File: config.mk
export PLATFORM = sky130hd
export DESIGN_NAME = sar_search_flat
export DESIGN_NICKNAME = d
export VERILOG_FILES = /design/src/rtl/sar_search_pkg.sv /design/src/rtl/sar_search_if.sv /design/src/rtl/sar_search.sv /design/src/flat_wrapper.sv
export SDC_FILE = /design/constraint.sdc
export NUM_CORES = 1
export LEC_CHECK = 0
export ABC_CLOCK_PERIOD_IN_PS = 3800
export CAP_MARGIN = 5
export CORE_ASPECT_RATIO = 0.75
export CORE_MARGIN = 2
export CORE_UTILIZATION = 45
export DETAILED_ROUTE_END_ITERATION = 12
export PLACE_DENSITY_LB_ADDON = 0.15
export SETUP_SLACK_MARGIN = 0.3
export SYNTH_ARGS = -nofsm -noshare
export SYNTH_HDL_FRONTEND = slang
export SYNTH_SLANG_ARGS = --single-unit
export TNS_END_PERCENT = 5
File: constraint.sdc
create_clock -name clk -period 3.8 [get_ports clk]
set_input_delay 0.76 -clock clk [delete_from_list [all_inputs] [get_ports clk]]
set_output_delay 0.76 -clock clk [all_outputs]
set_load 0.02 [all_outputs]
File: src/rtl/sar_search_pkg.sv
// Shared definitions for comparator-driven search controllers.
package sar_search_pkg;

  // Controller phases: idle, one trial per cycle, one-cycle completion.
  typedef enum logic [1:0] {
    StIdle = 2'd0,
    StTest = 2'd1,
    StDone = 2'd2
  } state_e;

  // True when exactly one of the three comparator flags is set.
  function automatic logic one_hot3(input logic lt, input logic eq, input logic gt);
    return (lt & ~eq & ~gt) | (~lt & eq & ~gt) | (~lt & ~eq & gt);
  endfunction

endpackage

File: src/rtl/sar_search_if.sv
// Handshake and comparator-loop signals between a search controller and its user.
interface sar_search_if #(
  parameter int unsigned WIDTH = 4
);
  logic             start;
  logic [WIDTH-1:0] trial;
  logic             cmp_lt;
  logic             cmp_eq;
  logic             cmp_gt;
  logic             busy;
  logic             done;
  logic [WIDTH-1:0] result;
  logic             found;
  logic             err;

  // Controller side.
  modport slave (
    input  start, cmp_lt, cmp_eq, cmp_gt,
    output trial, busy, done, result, found, err
  );

  // User / comparator side.
  modport master (
    output start, cmp_lt, cmp_eq, cmp_gt,
    input  trial, busy, done, result, found, err
  );
endinterface

File: src/rtl/sar_search.sv
// Successive-approximation search: drives trial values into an external comparator and
// resolves one bit per clock from the MSB down, stopping early on an exact match.
module sar_search
  import sar_search_pkg::*;
#(
  parameter int unsigned WIDTH = 4
) (
  input logic         clk,
  input logic         rst_n,
  sar_search_if.slave bus
);

  localparam int unsigned IdxW = $clog2(WIDTH);

  state_e           state_q, state_d;
  logic [WIDTH-1:0] trial_q, trial_d;
  logic [WIDTH-1:0] acc_q, acc_d;
  logic [WIDTH-1:0] result_q, result_d;
  logic [IdxW-1:0]  idx_q, idx_d;
  logic             found_q, found_d;
  logic             err_q, err_d;

  logic [WIDTH-1:0] bit_k;
  logic [WIDTH-1:0] acc_upd;

  // Bit under test and the accumulator after this cycle's gt/lt decision.
  always_comb begin
    bit_k   = WIDTH'(1) << idx_q;
    acc_upd = bus.cmp_gt ? (acc_q | bit_k) : (acc_q & ~bit_k);
  end

  // Next-state and datapath updates for the search FSM.
  always_comb begin
    state_d  = state_q;
    trial_d  = trial_q;
    acc_d    = acc_q;
    result_d = result_q;
    idx_d    = idx_q;
    found_d  = found_q;
    err_d    = err_q;

    unique case (state_q)
      StIdle: begin
        trial_d = '0;
        if (bus.start) begin
          acc_d    = '0;
          found_d  = 1'b0;
          err_d    = 1'b0;
          result_d = '0;
          idx_d    = IdxW'(WIDTH - 1);
          trial_d  = WIDTH'(1) << (WIDTH - 1);
          state_d  = StTest;
        end
      end
      StTest: begin
        if (!one_hot3(bus.cmp_lt, bus.cmp_eq, bus.cmp_gt)) begin
          err_d    = 1'b1;
          found_d  = 1'b0;
          result_d = '0;
          trial_d  = '0;
          state_d  = StDone;
        end else if (bus.cmp_eq) begin
          found_d  = 1'b1;
          result_d = trial_q;
          trial_d  = '0;
          state_d  = StDone;
        end else begin
          acc_d = acc_upd;
          if (idx_q == '0) begin
            result_d = acc_upd;
            found_d  = 1'b0;
            trial_d  = '0;
            state_d  = StDone;
          end else begin
            idx_d   = idx_q - IdxW'(1);
            // 1 << (k-1) is the current bit shifted down; avoids a second decoder.
            trial_d = acc_upd | (bit_k >> 1);
          end
        end
      end
      StDone: begin
        trial_d = '0;
        state_d = StIdle;
      end
      default: state_d = StIdle;
    endcase
  end

  // State and datapath registers; reset aborts any search immediately.
  always_ff @(posedge clk or negedge rst_n) begin
    if (!rst_n) begin
      state_q  <= StIdle;
      trial_q  <= '0;
      acc_q    <= '0;
      result_q <= '0;
      idx_q    <= IdxW'(WIDTH - 1);
      found_q  <= 1'b0;
      err_q    <= 1'b0;
    end else begin
      state_q  <= state_d;
      trial_q  <= trial_d;
      acc_q    <= acc_d;
      result_q <= result_d;
      idx_q    <= idx_d;
      found_q  <= found_d;
      err_q    <= err_d;
    end
  end

  assign bus.trial  = trial_q;
  assign bus.busy   = (state_q == StTest);
  assign bus.done   = (state_q == StDone);
  assign bus.result = result_q;
  assign bus.found  = found_q;
  assign bus.err    = err_q;

endmodule

File: src/flat_wrapper.sv
// flat-port wrapper written by rule: the top's interface ports become plain ports
module sar_search_flat import sar_search_pkg::*;
#(
  parameter int unsigned WIDTH = 4
)
  (clk, rst_n, bus_start, bus_cmp_lt, bus_cmp_eq, bus_cmp_gt, bus_trial, bus_busy, bus_done, bus_result, bus_found, bus_err);
  sar_search_if #(.WIDTH(WIDTH)) bus_i ();
  input logic clk;
  input logic rst_n;
  input wire logic [$bits(bus_i.start)-1:0] bus_start;
  input wire logic [$bits(bus_i.cmp_lt)-1:0] bus_cmp_lt;
  input wire logic [$bits(bus_i.cmp_eq)-1:0] bus_cmp_eq;
  input wire logic [$bits(bus_i.cmp_gt)-1:0] bus_cmp_gt;
  output wire logic [$bits(bus_i.trial)-1:0] bus_trial;
  output wire logic [$bits(bus_i.busy)-1:0] bus_busy;
  output wire logic [$bits(bus_i.done)-1:0] bus_done;
  output wire logic [$bits(bus_i.result)-1:0] bus_result;
  output wire logic [$bits(bus_i.found)-1:0] bus_found;
  output wire logic [$bits(bus_i.err)-1:0] bus_err;
  assign bus_i.start = bus_start;
  assign bus_i.cmp_lt = bus_cmp_lt;
  assign bus_i.cmp_eq = bus_cmp_eq;
  assign bus_i.cmp_gt = bus_cmp_gt;
  assign bus_trial = bus_i.trial;
  assign bus_busy = bus_i.busy;
  assign bus_done = bus_i.done;
  assign bus_result = bus_i.result;
  assign bus_found = bus_i.found;
  assign bus_err = bus_i.err;
  sar_search #(.WIDTH(WIDTH)) u_core (.clk(clk), .rst_n(rst_n), .bus(bus_i));
endmodule
==> impl_metrics.py, run 1 <==
# Auto-generated metrics
metrics = {
    "critical_path": {
        "worstSetupPathType": "reg -> out",
        "cp_num_buf_inv": 2,
        "worstPathRequired_ns": 3.04,
        "arrival_ns": 1.69,
        "cp-startpoint": "u_core.state_q[1]$_DFFE_PN0P_",
        "r2r_setup_slack_ns": 1.77,
        "end_kind": "output port",
        "cp-start-kind": "flop",
        "critPathMaxStageDelay_ns": 0.60,
    },
    "pwr": {
        "p_clk_mw": 0.122,
        "p_comb_share_pct": 53.6,
        "p_clk_share_pct": 12.9,
        "p_switching_mw": 0.406,
        "powerSeq_mw": 0.318,
        "power-top-group": "combinational logic",
    },
    "worst_hold_path": {
        "hold_depth": 1,
        "hold_path_end": "u_core.bus.found$_DFFE_PN0P_",
        "hold_path_class": "reg -> reg",
        "hp-start": "u_core.bus.found$_DFFE_PN0P_",
    },
    "status": {
        "outcome": "complete, no violations",
    },
    "clocking": {
        "clock_latency_ns": 0.30,
        "cts.sinks": 18,
        "numCtsBuffers": 3,
        "htreeDepth": 1,
        "cts_max_path_buffers": 2,
    },
    "synthesis": {
        "yosys.area_share.adder_pct": 11.0,
        "syn_inst": 112,
        "ys_types": 30,
        "floorplan.nets": 128,
        "yosysTopAreaCell": "dfrtp_1",
        "ff_type": "dfrtp_1",
        "synthAoiAreaFrac_pct": 16.5,
        "async_flop_share_pct": 100,
        "synth_area_per_cell_um2": 10.2,
        "xor_share_pct": 2.20,
        "synth-warning-count": 0,
        "synth-edff-count": 0,
        "area_leaders": "dfrtp_1, ha_1, a22o_1",
    },
    "placed_design": {
        "hpwlAfterDp_um": 1790,
        "placed_area_um2": 1340,
        "place.gp.congestion": 0.812,
    },
    "cells_and_area": {
        "final-nonclk-buf-share_pct": 12.9,
        "syn2layout_area_growth_pct": 20.8,
        "logic_gate_count": 85,
        "inv_count": 6,
        "final_cell_mix": "clkdlybuf4s50_1, dfrtp_1, nand2_1",
        "drive_above_1_share_pct": 12.2,
        "clock_buffers": 4,
        "regArea_um2": 453,
        "sh_seq_area_pct": 33.0,
    },
    "drt": {
        "wl_met2_um": 1010,
        "highest_layer": "met3",
        "drc": 0,
        "avgRoutedWirePerCell_um": 14.4,
        "route.met3.wl_um": 97,
        "drtPass1Iterations": 4,
    },
    "global_routing": {
        "top_usage_layer": "met2",
        "grt_max_degree": 19,
        "grt_pass1_vias": 841,
        "met1_usage_pct": 27.0,
        "grt_pass1_wl_um": 3970,
    },
    "die": {
        "chipHeight_um": 47.5,
        "num_tap_cells": 34,
        "pin_count": 18,
        "fp_util_pct": 48.5,
    },
    "timing": {
        "tightest_slew_ns": 0.808,
        "setup-tns-final_ns": 0,
        "finalHoldViolCount": 0,
        "rsz0062_at_grt": "no",
        "fin_crit_ns": 2.45,
        "slew_violations": 0,
    },
    "run": {
        "warning_count": 34,
    },
}
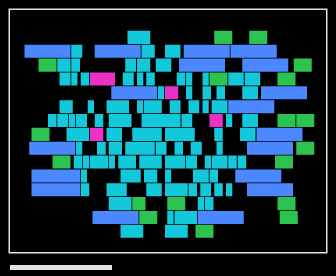
**Above:** run 1 (placement by cell class).
Scale bar: 20 µm.
legend:
  remaining logic cells:
    color: cyan
    cells: 91
  clock drivers and dummy loads:
    color: magenta
    cells: 4
  remaining buffers and delay cells:
    color: green
    cells: 18
  sequential cells:
    color: blue
    cells: 18

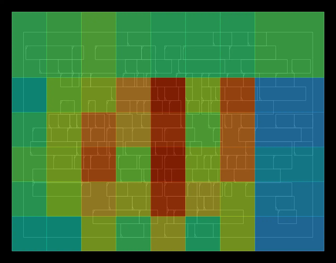
**Above:** run 1 (track usage over the die).
GR Util met3: 5.68%
Total GRT Usage: 19.0%

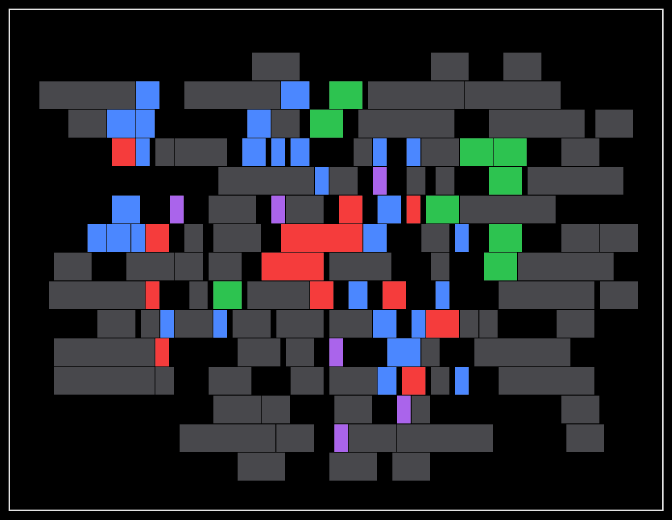
**Above:** run 1 (logic cells by family).
legend:
  inv cells:
    color: purple
    cells: 6
    most_used: inv_1
  nand cells:
    color: blue
    cells: 28
    most_used: nand2_1
  nor cells:
    color: red
    cells: 12
    most_used: nor2b_1
    where: center
  non-inverting ao/oa cells:
    color: green
    cells: 9
    most_used: a22o_1
logic share of the area: 46.7%
non-filler cells, final: 165
most frequent logic cell in the layout: clkdlybuf4s50_1

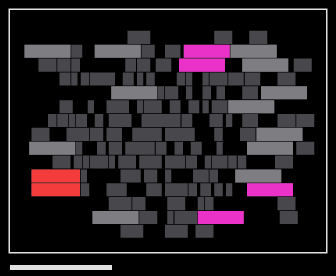
**Above:** run 1 (sequential cells colored by netlist name).
Scale bar: 20 µm. Other sequential cells in the stronger gray, the rest of the logic in the fainter gray.
legend:
  `u_core.idx_q`:
    color: red
    sequential_cells: 2
  `u_core.bus.trial`:
    color: magenta
    sequential_cells: 4

==> run 2: changes to the inputs <==
--- a/config.mk
+++ b/config.mk
@@ -5,7 +5,7 @@
 export SDC_FILE = /design/constraint.sdc
 export NUM_CORES = 1
 export LEC_CHECK = 0
-export ABC_CLOCK_PERIOD_IN_PS = 3800
+export ABC_CLOCK_PERIOD_IN_PS = 2600
 export CAP_MARGIN = 5
 export CORE_ASPECT_RATIO = 0.75
 export CORE_MARGIN = 2
==> constraint.sdc (replaced) <==
create_clock -name clk -period 2.6 [get_ports clk]
set_input_delay 0.52 -clock clk [delete_from_list [all_inputs] [get_ports clk]]
set_output_delay 0.52 -clock clk [all_outputs]
set_load 0.02 [all_outputs]
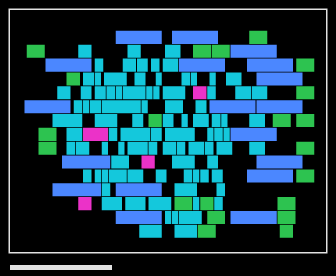
**Above:** run 2 (placement by cell class).
Scale bar: 20 µm.
legend:
  remaining buffers and delay cells:
    color: green
    cells: 21
  remaining logic cells:
    color: cyan
    cells: 91
  sequential cells:
    color: blue
    cells: 18
  clock drivers and dummy loads:
    color: magenta
    cells: 4
Seq area share: 32.4%
fin util: 59.5%
row cnt: 15
Core Box Area: 2350 µm²
fin area: 1400 µm²

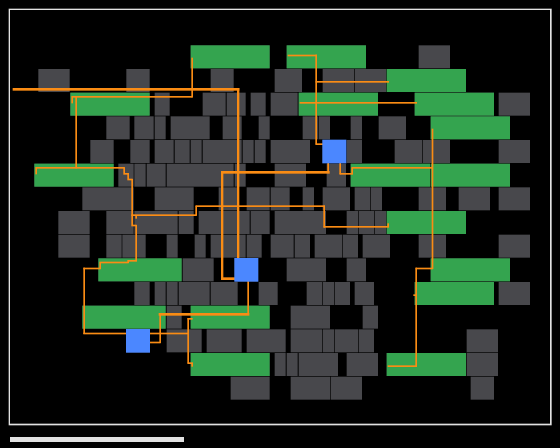
**Above:** run 2 (clock distribution).
Scale bar: 20 µm.
legend:
  clock-net drivers:
    color: blue
    count: 3
  clock wires:
    color: orange
    length: 297 µm
  flip-flops:
    color: green
    count: 18
routed clock nets: 4

==> impl_metrics.py, run 2 <==
# Auto-generated metrics
metrics = {
    "worst_hold_path": {
        "hold_path_end": "u_core.bus.result[3]$_DFFE_PN0P_",
        "hold_path_class": "reg -> reg",
        "hold_depth": 1,
        "hp-start": "u_core.bus.result[3]$_DFFE_PN0P_",
    },
    "global_routing": {
        "grt_pass1_wl_um": 3690,
        "top_usage_layer": "met1",
        "met1_usage_pct": 25.7,
        "grt_pass1_vias": 797,
        "grtUsageMet3_pct": 4.86,
        "grt_max_degree": 19,
        "grt_usage_pct": 17.8,
    },
    "drt": {
        "wl_met2_um": 882,
        "m1WireLength_um": 1210,
        "avgRoutedWirePerCell_um": 13.2,
        "drtPass1Iterations": 4,
        "highest_layer": "met4",
        "drc": 0,
    },
    "synthesis": {
        "synth-edff-count": 0,
        "synthAoiAreaFrac_pct": 16.5,
        "synth-warning-count": 0,
        "syn_inst": 112,
        "ff_type": "dfrtp_1",
        "yosysMostFrequentCell": "dfrtp_1",
        "yosys.area_share.adder_pct": 11.0,
        "ys_types": 30,
        "floorplan.nets": 128,
        "synth_area_per_cell_um2": 10.2,
        "yosys_cells": 112,
        "xor_share_pct": 2.20,
        "yosysTopAreaCell": "dfrtp_1",
        "area_leaders": "dfrtp_1, ha_1, a22o_1",
    },
    "status": {
        "outcome": "complete, no violations",
    },
    "cells_and_area": {
        "regArea_um2": 453,
        "clock_buffers": 4,
        "comb_area_share_pct": 46.0,
        "inv_count": 6,
        "syn2layout_area_growth_pct": 22.8,
        "final_cells": 168,
        "final-nonclk-buf-share_pct": 14.3,
        "final_common_cell": "clkdlybuf4s50_1",
        "drive_above_1_share_pct": 14.2,
        "final_cell_mix": "clkdlybuf4s50_1, dfrtp_1, nand2_1",
        "logic_gate_count": 85,
    },
    "placed_design": {
        "placed_area_um2": 1360,
        "place.gp.congestion": 0.812,
        "hpwlAfterDp_um": 1690,
    },
    "die": {
        "fp_util_pct": 48.5,
        "chipHeight_um": 47.5,
        "num_tap_cells": 34,
    },
    "pwr": {
        "p_clk_mw": 0.187,
        "power-top-group": "combinational logic",
        "p_switching_mw": 0.585,
        "p_clk_share_pct": 13.5,
    },
    "clocking": {
        "cts.sinks": 18,
        "cts_max_path_buffers": 2,
        "clock_latency_ns": 0.32,
        "numCtsBuffers": 3,
    },
    "timing": {
        "rsz0062_at_grt": "no",
        "fin_skew_ns": 0.0196,
        "hold_slack_ns": 0.508,
        "slew_violations": 0,
        "setup-tns-final_ns": 0,
    },
    "critical_path": {
        "arrival_ns": 1.71,
        "cp-start-kind": "flop",
        "cp_num_buf_inv": 2,
        "crit_path_cell_trace": "inv_1 > ha_1 > clkdlybuf4s50_1",
        "worstSetupPathType": "reg -> out",
        "worstPathRequired_ns": 2.08,
        "worst_path_max_delay_cell": "clkdlybuf4s50_1",
        "r2r_setup_slack_ns": 0.54,
        "end_kind": "output port",
        "critPathMaxStageDelay_ns": 0.62,
        "cp-startpoint": "u_core.state_q[1]$_DFFE_PN0P_",
    },
    "run": {
        "max-cap-violations": 0,
        "warning_count": 34,
    },
}
==> run 3: changes to the inputs <==
--- a/config.mk
+++ b/config.mk
@@ -5,7 +5,6 @@
 export SDC_FILE = /design/constraint.sdc
 export NUM_CORES = 1
 export LEC_CHECK = 0
-export ABC_CLOCK_PERIOD_IN_PS = 2600
 export CAP_MARGIN = 5
 export CORE_ASPECT_RATIO = 0.75
 export CORE_MARGIN = 2
==> constraint.sdc (replaced) <==
create_clock -name clk -period 2.7 [get_ports clk]
set_input_delay 0.54 -clock clk [delete_from_list [all_inputs] [get_ports clk]]
set_output_delay 0.54 -clock clk [all_outputs]
set_load 0.02 [all_outputs]
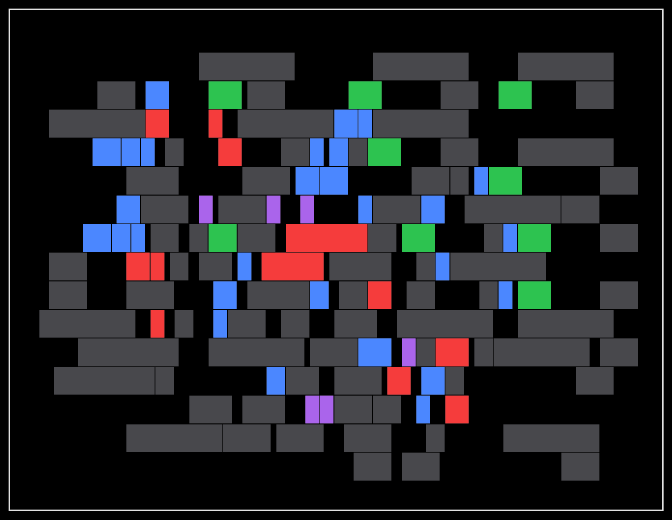
**Above:** run 3 (logic cells by family).
legend:
  inv cells:
    color: purple
    cells: 6
    most_used: inv_1
  nor cells:
    color: red
    cells: 12
    most_used: nor2b_1
  non-inverting ao/oa cells:
    color: green
    cells: 9
    most_used: a22o_1
  nand cells:
    color: blue
    cells: 28
    most_used: nand2_1
logic share of the area: 46.5%
non-filler cells, final: 166

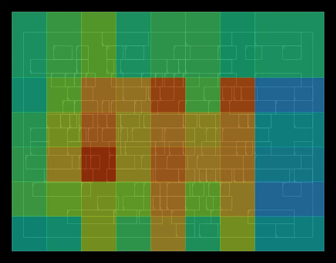
**Above:** run 3 (track usage over the die).
fin util: 58.9%
Most Crowded Layer GR: met2
global routing usage on met1: 28.8%
mean routed wirelength per cell: 14.8 µm
met2 usage: 30.8%

==> impl_metrics.py, run 3 <==
# Auto-generated metrics
metrics = {
    "status": {
        "outcome": "complete, no violations",
    },
    "synthesis": {
        "ys_types": 30,
        "yosys_cells": 112,
        "floorplan.nets": 128,
        "synth-warning-count": 0,
        "yosysMostFrequentCell": "dfrtp_1",
        "yosys.area_share.adder_pct": 11.0,
        "synth-edff-count": 0,
        "ff_type": "dfrtp_1",
        "async_flop_share_pct": 100,
        "area_leaders": "dfrtp_1, ha_1, a22o_1",
        "synth_area_per_cell_um2": 10.2,
    },
    "critical_path": {
        "cp-start-kind": "flop",
        "r2r_setup_slack_ns": 0.59,
        "critPathMaxStageDelay_ns": 0.63,
        "arrival_ns": 1.75,
        "end_kind": "output port",
        "cp-startpoint": "u_core.state_q[1]$_DFFE_PN0P_",
        "cp_num_buf_inv": 2,
        "worstPathRequired_ns": 2.16,
        "crit_path_cell_trace": "inv_1 > ha_1 > clkdlybuf4s50_1",
    },
    "run": {
        "max-cap-violations": 0,
    },
    "clocking": {
        "clock_latency_ns": 0.30,
        "cts.sinks": 18,
        "cts_max_path_buffers": 2,
        "numCtsBuffers": 3,
    },
    "die": {
        "chipHeight_um": 47.5,
        "rows": 15,
        "pin_count": 18,
        "num_tap_cells": 34,
        "fp_util_pct": 48.5,
        "core_um2": 2350,
    },
    "global_routing": {
        "grt_usage_pct": 20.2,
        "grt_pass1_wl_um": 4210,
        "grt_pass1_vias": 856,
        "grt_max_degree": 19,
        "grtUsageMet3_pct": 4.86,
    },
    "cells_and_area": {
        "regArea_um2": 453,
        "logic_gate_count": 85,
        "final-nonclk-buf-share_pct": 13.4,
    },
    "drt": {
        "wl_met2_um": 1060,
        "highest_layer": "met4",
        "route.met3.wl_um": 95,
        "drtPass1Iterations": 4,
        "m1WireLength_um": 1280,
    },
    "timing": {
        "slew_violations": 0,
        "hold_slack_ns": 0.508,
        "fin_crit_ns": 2.29,
        "fin_skew_ns": 0.00507,
    },
    "placed_design": {
        "hpwlAfterDp_um": 1860,
    },
    "pwr": {
        "p_clk_share_pct": 12.8,
        "powerSeq_mw": 0.444,
        "p_switching_mw": 0.573,
        "p_clk_mw": 0.171,
    },
    "worst_hold_path": {
        "hp-start": "u_core.bus.found$_DFFE_PN0P_",
        "hold_depth": 1,
        "hold_path_end": "u_core.bus.found$_DFFE_PN0P_",
        "hold_path_class": "reg -> reg",
    },
}
Power and IR drop assume default switching activity.
